$ cat src/rtl/req_arbiter_pkg.sv
// Shared types for the round-robin request arbiter.
// State encoding and index-width helper.
package req_arbiter_pkg;

  typedef enum logic {
    IDLE  = 1'b0,
    OFFER = 1'b1
  } state_t;

  localparam int N_DEF = 4;

  function automatic int id_w(input int n);
    return (n > 1) ? $clog2(n) : 1;
  endfunction

endpackage

$ cat src/rtl/sync2_rst.sv
// Vectored two-flop synchronizer with synchronous reset.
// Each bit is an independent async input.
module sync2_rst #(
  parameter int W = 1
) (
  input  logic         clk,
  input  logic         reset,
  input  logic [W-1:0] d,
  output logic [W-1:0] q
);

  logic [W-1:0] sync1;

  always_ff @(posedge clk) begin
    if (reset) begin
      sync1 <= '0;
      q     <= '0;
    end else begin
      sync1 <= d;
      q     <= sync1;
    end
  end

endmodule

$ cat src/rtl/req_arbiter.sv
// Round-robin arbiter: sync, edge-detect and queue async requests,
// then grant one pending event at a time over valid/ready.
module req_arbiter
  import req_arbiter_pkg::*;
#(
  parameter int N    = N_DEF,
  parameter int ID_W = id_w(N)
) (
  input  logic            clk,
  input  logic            reset,
  input  logic [N-1:0]    req_async,
  input  logic            ready,
  output logic            valid,
  output logic [N-1:0]    grant,
  output logic [ID_W-1:0] grant_id,
  output logic [N-1:0]    dropped
);

  state_t          state, state_n;
  logic [N-1:0]    sync_q, prev, rise;
  logic [N-1:0]    pending, pending_n;
  logic [N-1:0]    dropped_n, clr, arb_vec;
  logic [N-1:0]    grant_n;
  logic [ID_W-1:0] id_n, ptr, ptr_n;
  logic [ID_W:0]   pk;
  logic            xfer;

  // First set bit at or after p, wrapping; MSB flags a hit.
  function automatic logic [ID_W:0] pick(
    input logic [N-1:0]    v,
    input logic [ID_W-1:0] p
  );
    logic [ID_W:0] r;
    int j;
    r = '0;
    for (int i = N - 1; i >= 0; i--) begin
      j = (int'(p) + i) % N;
      if (v[j]) r = {1'b1, ID_W'(j)};
    end
    return r;
  endfunction

  function automatic logic [N-1:0] onehot(
    input logic [ID_W-1:0] id
  );
    logic [N-1:0] o;
    o = '0;
    o[id] = 1'b1;
    return o;
  endfunction

  sync2_rst #(.W(N)) u_sync (
    .clk   (clk),
    .reset (reset),
    .d     (req_async),
    .q     (sync_q)
  );

  assign rise = sync_q & ~prev;

  always_ff @(posedge clk) begin
    if (reset) begin
      state    <= IDLE;
      prev     <= '0;
      pending  <= '0;
      dropped  <= '0;
      ptr      <= '0;
      grant    <= '0;
      grant_id <= '0;
    end else begin
      state    <= state_n;
      prev     <= sync_q;
      pending  <= pending_n;
      dropped  <= dropped_n;
      ptr      <= ptr_n;
      grant    <= grant_n;
      grant_id <= id_n;
    end
  end

  always_comb begin
    xfer      = (state == OFFER) && ready;
    clr       = xfer ? grant : '0;
    pending_n = (pending & ~clr) | rise;
    dropped_n = dropped | (rise & pending & ~clr);
    ptr_n     = ptr;
    if (xfer) begin
      if (grant_id == ID_W'(N - 1)) ptr_n = '0;
      else ptr_n = grant_id + 1'b1;
    end
    arb_vec = pending & ~clr;
    pk      = pick(arb_vec, ptr_n);
    state_n = state;
    grant_n = grant;
    id_n    = grant_id;
    unique case (state)
      IDLE: begin
        if (pk[ID_W]) begin
          state_n = OFFER;
          grant_n = onehot(pk[ID_W-1:0]);
          id_n    = pk[ID_W-1:0];
        end
      end
      OFFER: begin
        if (xfer) begin
          if (pk[ID_W]) begin
            grant_n = onehot(pk[ID_W-1:0]);
            id_n    = pk[ID_W-1:0];
          end else begin
            state_n = IDLE;
            grant_n = '0;
            id_n    = '0;
          end
        end
      end
      default: state_n = IDLE;
    endcase
  end

  always_comb begin
    valid = (state == OFFER);
  end

endmodule
$ cat config.mk
export PLATFORM = sky130hd
export DESIGN_NAME = req_arbiter
export DESIGN_NICKNAME = d
export VERILOG_FILES = /design/src/rtl/req_arbiter_pkg.sv /design/src/rtl/sync2_rst.sv /design/src/rtl/req_arbiter.sv
export SDC_FILE = /design/constraint.sdc
export NUM_CORES = 1
export LEC_CHECK = 0
export CORE_MARGIN = 10
export CORE_UTILIZATION = 55
export DETAILED_ROUTE_END_ITERATION = 8
export PLACE_DENSITY = 0.9
export SETUP_SLACK_MARGIN = 0.4
export SYNTH_ARGS = -nofsm -noshare
export SYNTH_HDL_FRONTEND = slang
export SYNTH_SLANG_ARGS = --single-unit
$ cat constraint.sdc
create_clock -name clk -period 2.52 [get_ports clk]
set_input_delay 0.252 -clock clk [delete_from_list [all_inputs] [get_ports clk]]
set_output_delay 0.252 -clock clk [all_outputs]
set_load 0.02 [all_outputs]
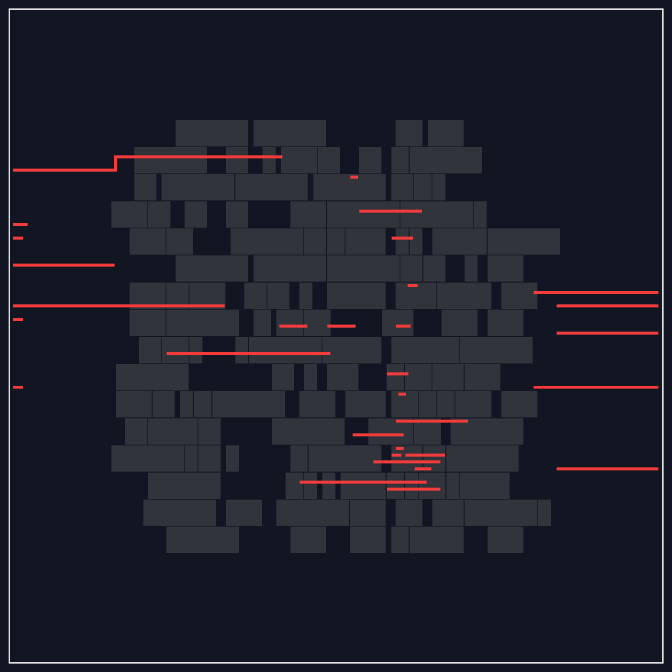
*Met3 routing*
longest straight run: 20.9 um
main direction: horizontal
wire length on this layer: 191 um
share of all routed wire: 8.8%

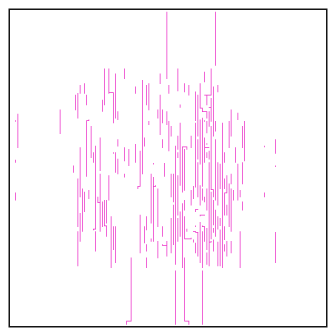
*Met2 routing*
longest straight run: 29.9 um
wire length on this layer: 996 um
share of all routed wire: 46%

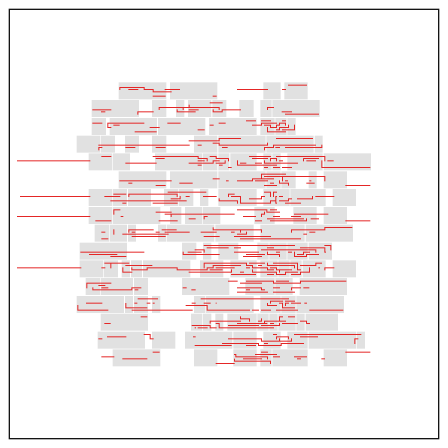
*Signal wires on met1*
share of all routed wire: 43%
nets with wire on the layer: 128
main direction: horizontal
wire length on this layer: 934 um
longest straight run: 13.8 um

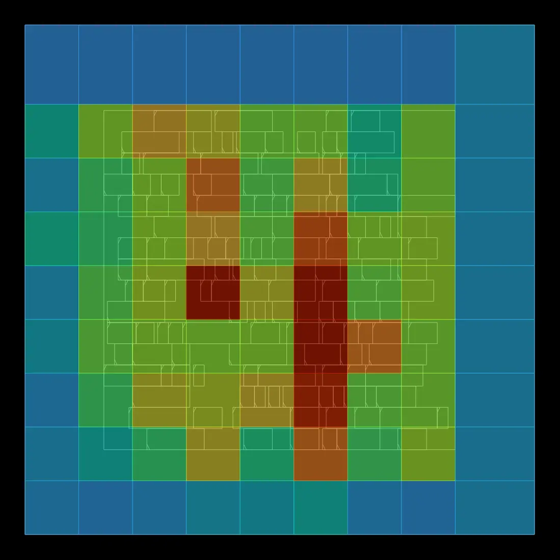
*Congestion heat map*
routed len/inst: 13.9 um
post-layout util: 0.711
M1 GR Usage: 0.113
Most Crowded Layer GR: met2

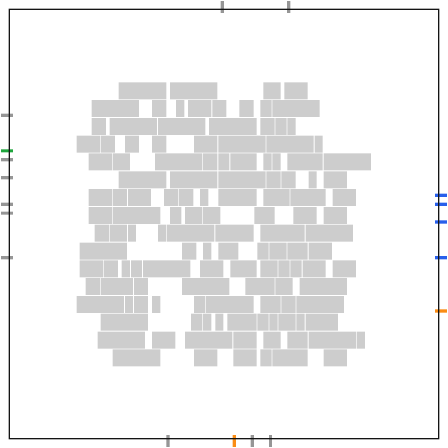
*Pin placement*
Pins as bars across the die edge, other pins in grey.
legend:
  blue:
    port: grant
    pins: 4
    direction: output
    edge: right
  green:
    port: reset
    pins: 1
    direction: input
    edge: left
  orange:
    port: grant_id
    pins: 2
    direction: output
    edge: 1 right, 1 bottom

==> Slide: Implementation Results <==
Synthesis and Place & Route Summary

Run status
  – Outcome: finished clean

Setup path
  – Delay of the slowest cell on the worst path: 0.40 ns
  – WS Path Type: reg -> reg
  – Worst setup SP type: flip-flop
  – Setup crit end: grant[3]
  – R2R cell count: 6
  – Crit Path Max Fanout: 4
  – WP data arrival: 2.12 ns
  – CP max stage cell: dfxtp_1
  – CP Capture Type: flip-flop
  – FF-to-FF End: grant[3]

Synthesis
  – Area share, top type: 0.513
  – Yosys stat cell total: 107
  – Multiplexer share: 0
  – Cell area leaders: dfxtp_1, nor2b_1, nor2_1, a21oi_1, a32o_1
  – Top_reg_cell synth: dfxtp_1
  – Top cells by count, synth: dfxtp_1, nor2b_1, nor2_1
  – Top logic family: AND-OR/OR-AND gates
  – Post-synthesis sequential area ratio: 0.513
  – Post-Synthesis Cells: 107
  – YS warnings: 0
  – Number of distinct library cells after synthesis: 36

Cells and area
  – Combinational share of cell area: 0.371
  – Syn-to-layout area delta: 23.2%
  – Seq area share: 0.416
  – Filler cells: approximately 160
  – Non-Filler Instances: 157
  – Non-CTS buffers: 18
  – Layout clock area frac: 0.0502

Floorplanning
  – Row cnt: 16
  – Fp util: 0.577
  – Core Region: 1960 um2
  – Die width: 65.4 um
  – Die area: 4270 um2

Timing
  – Hold_ws: 0.446 ns
  – Setup violators final: 0
  – Clock Skew: 0.00615 ns
  – F_max: 0.523 GHz

Power and ir drop
  – Static leakage: between 0.5 and 0.6 nW
  – Seq pwr: between 0.5 and 0.6 mW
  – VDD IR-drop max: between 0.0004 and 0.0005 V
  – Gate power share: 0.163
  – Clock network power share: 0.320

Placement
  – Place WS: 0.465 ns
  – Placed cell areas: 1330 um2
  – IO buf count: 17

Global routing
  – GR Layer Usage met3: 0.0712
  – Vias in the first global route: 901

Drt
  – Met3 routed WL: 190 um
  – DR top layer: met4

Clock tree
  – Clock Sinks: 29
  – CTS root buf: clkbuf_4

Hold path
  – Worst hold-check path type: reg -> reg
  – WHS Endpoint: u_sync.q[2]

Run
  – Total of max-cap violations: 0
  – Tool warning count: 26
sequential cells by signal, indices dropped and copies added (netlist names):
register,cells
prev,4
valid,1
grant_id,2
grant,4
u_sync.q,4
u_sync.sync1,4
dropped,4
ptr,2
pending,4
cell usage in the layout, fill, tap and decap left out, types with 2 or more instances in the layout:
cell type	synthesis	routed
nand2b_1	3	3
dfxtp_1	29	29
inv_1	3	3
a21oi_1	8	8
nor2_1	12	12
a32o_1	3	3
clkbuf_4	0	5
a31oi_1	4	4
nand2_1	2	2
nor2b_1	13	13
clkdlybuf4s50_1	0	17
nand3_1	2	2
o221ai_1	2	2
clkbuf_8	0	2
critical path, delay by kind of cell (launching register included):
kind / cells / cell delay [ns]
compound gates: 3 / 0.74
flops: 1 / 0.40
simple gates: 2 / 0.48
fa+ha+maj: 1 / 0.16
No activity file was given, so power comes from the tool's default toggle rates.
